<file path="config.mk">
export PLATFORM = sky130hd
export DESIGN_NAME = z80_mem_bridge
export DESIGN_NICKNAME = d
export VERILOG_FILES = /design/src/rtl/z80_bus_pkg.sv /design/src/rtl/z80_strobe_decode.sv /design/src/rtl/z80_mem_bridge.sv
export SDC_FILE = /design/constraint.sdc
export NUM_CORES = 1
export LEC_CHECK = 0
export ABC_CLOCK_PERIOD_IN_PS = 2200
export CORE_UTILIZATION = 44
export DETAILED_ROUTE_END_ITERATION = 12
export HOLD_SLACK_MARGIN = 0.08
export PLACE_DENSITY_LB_ADDON = 0.08
export SLEW_MARGIN = 20
export SYNTH_ARGS = -nofsm -noshare
export SYNTH_HDL_FRONTEND = slang
export SYNTH_HIERARCHICAL = 1
export SYNTH_SLANG_ARGS = --single-unit
</file>
<file path="constraint.sdc">
create_clock -name clk -period 2.2 [get_ports clk]
set_clock_uncertainty 0.15 [all_clocks]
set_input_delay 0.22 -clock clk [delete_from_list [all_inputs] [get_ports clk]]
set_output_delay 0.22 -clock clk [all_outputs]
set_load 0.01 [all_outputs]
</file>
<file path="src/rtl/z80_bus_pkg.sv">
// Shared types and constants for the tv80 bus bridge and bus monitors.
//   bridge_state_e : bridge FSM states
//   access_e       : classification of the current CPU strobe combination
//   STB_*          : bit positions of the active-low strobes in the packed strobe vector
package z80_bus_pkg;

  localparam int unsigned STB_W    = 6;
  localparam int unsigned STB_M1   = 0;
  localparam int unsigned STB_MREQ = 1;
  localparam int unsigned STB_IORQ = 2;
  localparam int unsigned STB_RD   = 3;
  localparam int unsigned STB_WR   = 4;
  localparam int unsigned STB_RFSH = 5;

  localparam int unsigned WCNT_W   = 4;

  typedef enum logic [1:0] {
    IDLE = 2'd0,
    REQ  = 2'd1,
    WS   = 2'd2,
    HOLD = 2'd3
  } bridge_state_e;

  typedef enum logic [2:0] {
    ACC_NONE = 3'd0,
    MEM_RD   = 3'd1,
    MEM_WR   = 3'd2,
    IO_RD    = 3'd3,
    IO_WR    = 3'd4,
    INTA     = 3'd5
  } access_e;

  // True for accesses that need a memory-port transaction.
  function automatic logic acc_is_xfer(input access_e k);
    return (k == MEM_RD) || (k == MEM_WR) || (k == IO_RD) || (k == IO_WR);
  endfunction

  function automatic logic acc_is_io(input access_e k);
    return (k == IO_RD) || (k == IO_WR);
  endfunction

  function automatic logic acc_is_wr(input access_e k);
    return (k == MEM_WR) || (k == IO_WR);
  endfunction

endpackage

</file>
<file path="src/rtl/z80_strobe_decode.sv">
// Combinational classifier of tv80 bus strobes into an access kind.
// Ports:
//   stb_n_i : packed active-low strobes {rfsh,wr,rd,iorq,mreq,m1} (positions from the package)
//   kind_o  : access kind; refresh never produces a memory access
module z80_strobe_decode
  import z80_bus_pkg::*;
(
  input  logic [STB_W-1:0] stb_n_i,
  output access_e          kind_o
);

  logic m1, mreq, iorq, rd, wr, rfsh;

  always_comb begin
    m1     = !stb_n_i[STB_M1];
    mreq   = !stb_n_i[STB_MREQ];
    iorq   = !stb_n_i[STB_IORQ];
    rd     = !stb_n_i[STB_RD];
    wr     = !stb_n_i[STB_WR];
    rfsh   = !stb_n_i[STB_RFSH];
    kind_o = ACC_NONE;
    // INTA wins: m1 together with iorq is an acknowledge, not a port access.
    if (m1 && iorq) begin
      kind_o = INTA;
    end else if (mreq && !rfsh && (rd || wr)) begin
      kind_o = wr ? MEM_WR : MEM_RD;
    end else if (iorq && (rd || wr)) begin
      kind_o = wr ? IO_WR : IO_RD;
    end
  end

endmodule

</file>
<file path="src/rtl/z80_mem_bridge.sv">
// Bridge from the tv80 CPU bus to a single-beat req/ack memory port.
// Each CPU access issues exactly one transaction; the CPU is stretched with
// cpu_wait_n until the data returns (plus WAIT_STATES extra cycles). I/O is
// mapped into memory space at {IO_PAGE, A[7:0]}; INTA returns INTA_VECTOR.
// Ports:
//   clk, reset_n            : clock, async active-low reset
//   cpu_a/cpu_do/cpu_di     : CPU address, write data, registered read data
//   cpu_*_n strobes         : m1, mreq, iorq, rd, wr, rfsh
//   cpu_wait_n              : combinational wait request (low = stretch)
//   mem_req/we/addr/wdata   : registered transaction request, held until mem_ack
//   mem_ack/mem_rdata       : completion pulse and read data
//   protocol_err            : sticky flag, strobes dropped while a request was pending
module z80_mem_bridge
  import z80_bus_pkg::*;
#(
  parameter logic [7:0]  IO_PAGE     = 8'h10,
  parameter int unsigned WAIT_STATES = 0,
  parameter logic [7:0]  INTA_VECTOR = 8'hFF
) (
  input  logic        clk,
  input  logic        reset_n,
  input  logic [15:0] cpu_a,
  input  logic [7:0]  cpu_do,
  output logic [7:0]  cpu_di,
  input  logic        cpu_m1_n,
  input  logic        cpu_mreq_n,
  input  logic        cpu_iorq_n,
  input  logic        cpu_rd_n,
  input  logic        cpu_wr_n,
  input  logic        cpu_rfsh_n,
  output logic        cpu_wait_n,
  output logic        mem_req,
  output logic        mem_we,
  output logic [15:0] mem_addr,
  output logic [7:0]  mem_wdata,
  input  logic        mem_ack,
  input  logic [7:0]  mem_rdata,
  output logic        protocol_err
);

  // Counter preload so that WS lasts exactly WAIT_STATES cycles.
  localparam logic [WCNT_W-1:0] WS_LOAD =
    (WAIT_STATES == 0) ? '0 : WCNT_W'(WAIT_STATES - 1);

  bridge_state_e     state_q, state_d;
  logic [WCNT_W-1:0] cnt_q, cnt_d;
  logic              mem_req_q, mem_req_d;
  logic              mem_we_q, mem_we_d;
  logic [15:0]       mem_addr_q, mem_addr_d;
  logic [7:0]        mem_wdata_q, mem_wdata_d;
  logic [7:0]        cpu_di_q, cpu_di_d;
  logic              perr_q, perr_d;
  logic              abort_q, abort_d;

  logic [STB_W-1:0]  stb_n;
  access_e           kind;
  logic              access;

  // Pack strobes for the shared classifier.
  always_comb begin
    stb_n           = '1;
    stb_n[STB_M1]   = cpu_m1_n;
    stb_n[STB_MREQ] = cpu_mreq_n;
    stb_n[STB_IORQ] = cpu_iorq_n;
    stb_n[STB_RD]   = cpu_rd_n;
    stb_n[STB_WR]   = cpu_wr_n;
    stb_n[STB_RFSH] = cpu_rfsh_n;
  end

  z80_strobe_decode u_decode (
    .stb_n_i (stb_n),
    .kind_o  (kind)
  );

  assign access = acc_is_xfer(kind);

  // State and datapath registers.
  always_ff @(posedge clk or negedge reset_n) begin
    if (!reset_n) begin
      state_q     <= IDLE;
      cnt_q       <= '0;
      mem_req_q   <= 1'b0;
      mem_we_q    <= 1'b0;
      mem_addr_q  <= '0;
      mem_wdata_q <= '0;
      cpu_di_q    <= 8'hFF;
      perr_q      <= 1'b0;
      abort_q     <= 1'b0;
    end else begin
      state_q     <= state_d;
      cnt_q       <= cnt_d;
      mem_req_q   <= mem_req_d;
      mem_we_q    <= mem_we_d;
      mem_addr_q  <= mem_addr_d;
      mem_wdata_q <= mem_wdata_d;
      cpu_di_q    <= cpu_di_d;
      perr_q      <= perr_d;
      abort_q     <= abort_d;
    end
  end

  // Next-state, latches and wait request.
  always_comb begin
    state_d     = state_q;
    cnt_d       = cnt_q;
    mem_req_d   = mem_req_q;
    mem_we_d    = mem_we_q;
    mem_addr_d  = mem_addr_q;
    mem_wdata_d = mem_wdata_q;
    cpu_di_d    = cpu_di_q;
    perr_d      = perr_q;
    abort_d     = abort_q;
    cpu_wait_n  = 1'b1;

    case (state_q)
      IDLE: begin
        abort_d = 1'b0;
        if (kind == INTA) begin
          cpu_di_d = INTA_VECTOR;
        end else if (access) begin
          // Wait goes low in this very cycle so the CPU sees it on its first T-state.
          cpu_wait_n  = 1'b0;
          state_d     = REQ;
          mem_req_d   = 1'b1;
          mem_we_d    = acc_is_wr(kind);
          mem_addr_d  = acc_is_io(kind) ? {IO_PAGE, cpu_a[7:0]} : cpu_a;
          mem_wdata_d = cpu_do;
        end
      end
      REQ: begin
        cpu_wait_n = 1'b0;
        if (!access) begin
          abort_d = 1'b0 | 1'b1;
          perr_d  = 1'b1;
        end
        if (mem_ack) begin
          mem_req_d = 1'b0;
          if (!mem_we_q) begin
            cpu_di_d = mem_rdata;
          end
          // An abandoned CPU cycle returns straight to IDLE once the port is free.
          if (!access || abort_q) begin
            state_d = IDLE;
          end else if (WAIT_STATES != 0) begin
            state_d = WS;
            cnt_d   = WS_LOAD;
          end else begin
            state_d = HOLD;
          end
        end
      end
      WS: begin
        cpu_wait_n = 1'b0;
        if (cnt_q == '0) begin
          state_d = HOLD;
        end else begin
          cnt_d = cnt_q - 1'b1;
        end
      end
      HOLD: begin
        // Strobes must release before another access is recognised.
        if (!access) begin
          state_d = IDLE;
        end
      end
      default: begin
        state_d = IDLE;
      end
    endcase

    if (!reset_n) begin
      cpu_wait_n = 1'b1;
    end
  end

  assign cpu_di       = cpu_di_q;
  assign mem_req      = mem_req_q;
  assign mem_we       = mem_we_q;
  assign mem_addr     = mem_addr_q;
  assign mem_wdata    = mem_wdata_q;
  assign protocol_err = perr_q;

endmodule
</file>
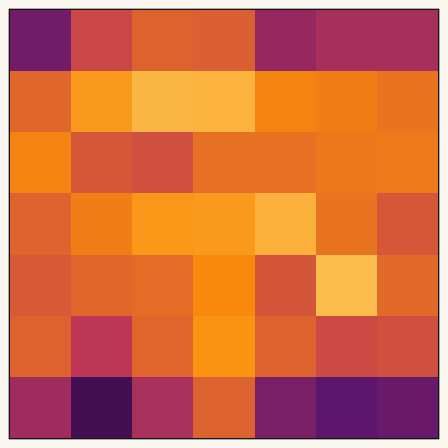
Run 1: local utilization
7 x 7 tiles, from black (low) to pale yellow (high), 0 to 100% covered.
tiles over 75% full: 16%
mean over tiles: 61%
fullest tile: 86%
fp util: 46.7%
Core ar.: 0.00441 mm2

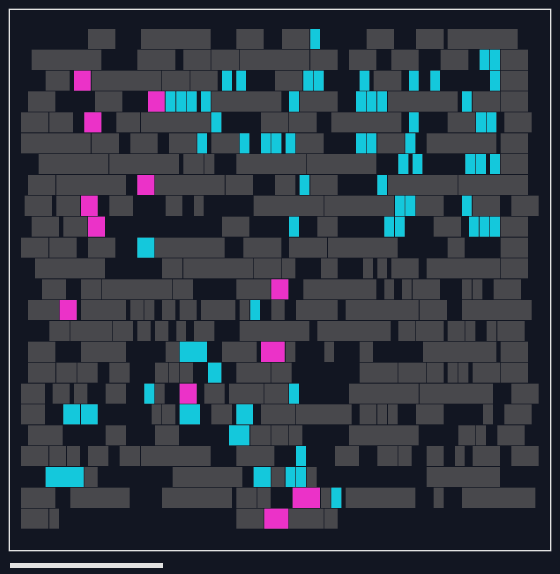
Run 1: logic cells by family
Scale bar: 20 um.
[magenta] AND and OR gates | cells: 12
[cyan] NAND gates | cells: 65
final instance count without filler cells: 360
Comb area share: 28.2%
Top cell excl fill/tap: clkdlybuf4s50_1

==> results.json, run 1 <==
{
  "dr.max_layer_used": "met4",
  "finalWeightedCongestion": 0.765,
  "place_inst": 350,
  "pwr-share-comb_pct": 49.9,
  "arrival_ps": 1800,
  "fp_nets": 259,
  "p_sw_mw": 1.27,
  "topCellsByArea": "dfrtp_1, dfstp_2, nand2_1",
  "cp-start-kind": "input pin",
  "fin_ws_ps": 29.6,
  "p_seq_mw": 1.26,
  "grt_pass1_wl_um": 8020,
  "design.seq.count": 42,
  "wl_per_cell_um": 13.3,
  "cts_setup_buffers": 1,
  "place_ws_ps": -418,
  "diodes": 0,
  "grtUsageTotal_pct": 20.8,
  "required_ps": 1830,
  "worst_hold_path.endpoint": "mem_wdata[6]",
  "finalSetupViolations": 0,
  "area_delta_synth_final_pct": 49.5,
  "yosys.area_share.aoi_pct": 13.6,
  "layout_top_cells": "clkdlybuf4s50_1, nand2_1, dfrtp_1",
  "vias": 1789,
  "worstHoldStart": "cpu_do[6]",
  "fa_ha_area_share_pct": 3.65,
  "layout-drive-gt1-share_pct": 18.2,
  "outcome": "complete, no violations",
  "buffers": 97,
  "clockNetworkAreaShare_pct": 3.09,
  "yosysTopAreaCell": "dfrtp_1",
  "antenna_left": 0,
  "slew_violations": 0,
  "clock_power_mw": 0.537,
  "fin_crit_ps": 2170,
  "syn_area_per_cell_um2": 9.71,
  "cts_root_buf": "clkbuf_8",
  "seq_power_share_pct": 35.1
}
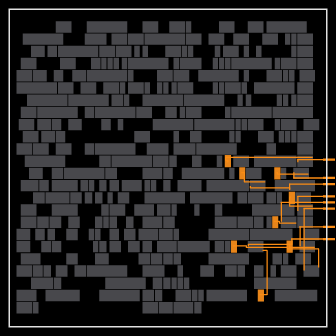
Run 1: wires at chosen ports, followed through buffers
[orange] mem_rdata | bits: 8 | direction: input | end cells: 8 | buffers: 8 | wire: 192 um
number of I/O pins: 77
IO Port Bufs: 76

--- run 2 (diff from run 1) ---
--- a/config.mk
+++ b/config.mk
@@ -6,8 +6,10 @@
 export NUM_CORES = 1
 export LEC_CHECK = 0
 export ABC_CLOCK_PERIOD_IN_PS = 2200
-export CORE_UTILIZATION = 44
+export CORE_UTILIZATION = 46
+export CTS_BUF_LIST = sky130_fd_sc_hd__clkbuf_4
 export DETAILED_ROUTE_END_ITERATION = 12
+export GPL_ROUTABILITY_DRIVEN = 0
 export HOLD_SLACK_MARGIN = 0.08
 export PLACE_DENSITY_LB_ADDON = 0.08
 export SLEW_MARGIN = 20
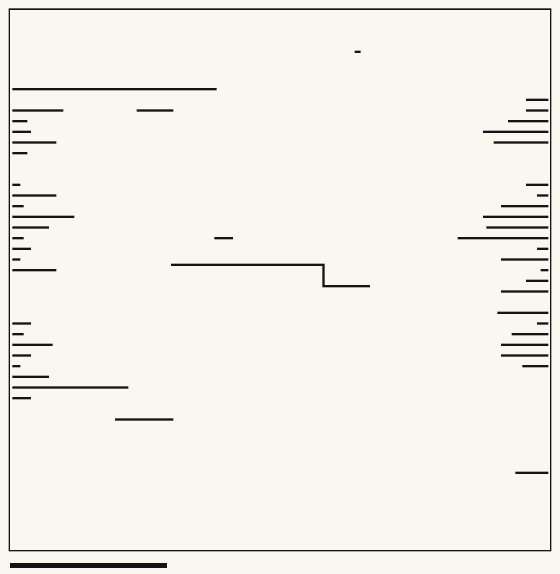
Run 2: signal wires on met3
Scale bar: 20 um.
main direction: horizontal
longest straight run: 25.8 um
nets with wire on the layer: 47
share of all routed wire: 5.3%
wire length on this layer: 251 um

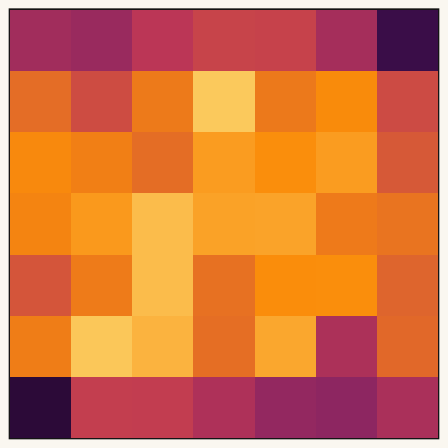
Run 2: local utilization
7 x 7 tiles, from black (low) to pale yellow (high), 0 to 100% covered.
tiles over 75% full: 29%
mean over tiles: 63%
fullest tile: 88%
post-layout util: 73.9%
Core ar.: 0.00414 mm2
fp util: 49.7%

==> results.json, run 2 <==
{
  "place_ws_ps": -427,
  "syn_area_per_cell_um2": 9.71,
  "postSynth.asyncResetShare_pct": 100,
  "layout-drive-gt1-share_pct": 18.9,
  "pwr-share-comb_pct": 52.2,
  "arrival_ps": 1700,
  "fin_crit_ps": 2070,
  "comb_area_share_pct": 28.4,
  "ys_area_mm2": 0.00206,
  "io_pins": 77,
  "cts_root_buf": "clkbuf_4",
  "vias": 1790,
  "cp-start-kind": "input pin",
  "clockNetworkAreaShare_pct": 1.76,
  "yosys.area_share.aoi_pct": 13.6,
  "fin_ws_ps": 127,
  "worstHoldStart": "cpu_a[0]",
  "worst_hold_path.endpoint": "mem_addr[0]",
  "grtUsageTotal_pct": 22.5,
  "slew_violations": 0,
  "yosysTopAreaCell": "dfrtp_1",
  "io_buffer_count": 76,
  "grt.overflow.total": 0,
  "place_inst": 352,
  "dr.max_layer_used": "met4",
  "lay_top_count": "clkdlybuf4s50_1",
  "seq_power_share_pct": 36.7,
  "outcome": "complete, no violations",
  "fp_nets": 259,
  "wl_met1_um": 2060,
  "topCellsByArea": "dfrtp_1, dfstp_2, nand2_1",
  "wl_per_cell_um": 13.0,
  "post_cts_resized": 7,
  "fa_ha_area_share_pct": 3.65,
  "area_delta_synth_final_pct": 48.7,
  "clk_latency_ps": 370,
  "required_ps": 1830,
  "diodes": 0,
  "p_seq_mw": 1.26
}
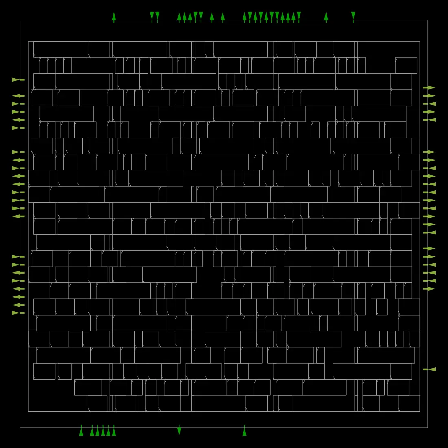
Run 2: cell outlines without signal wires
flop share of the area: 34.7%
Rows: 23
final instance count without filler cells: 362
Seq cells: 42
layout filler cell count: 321

Power figures rest on the tool's default switching activity, not on a simulated workload.
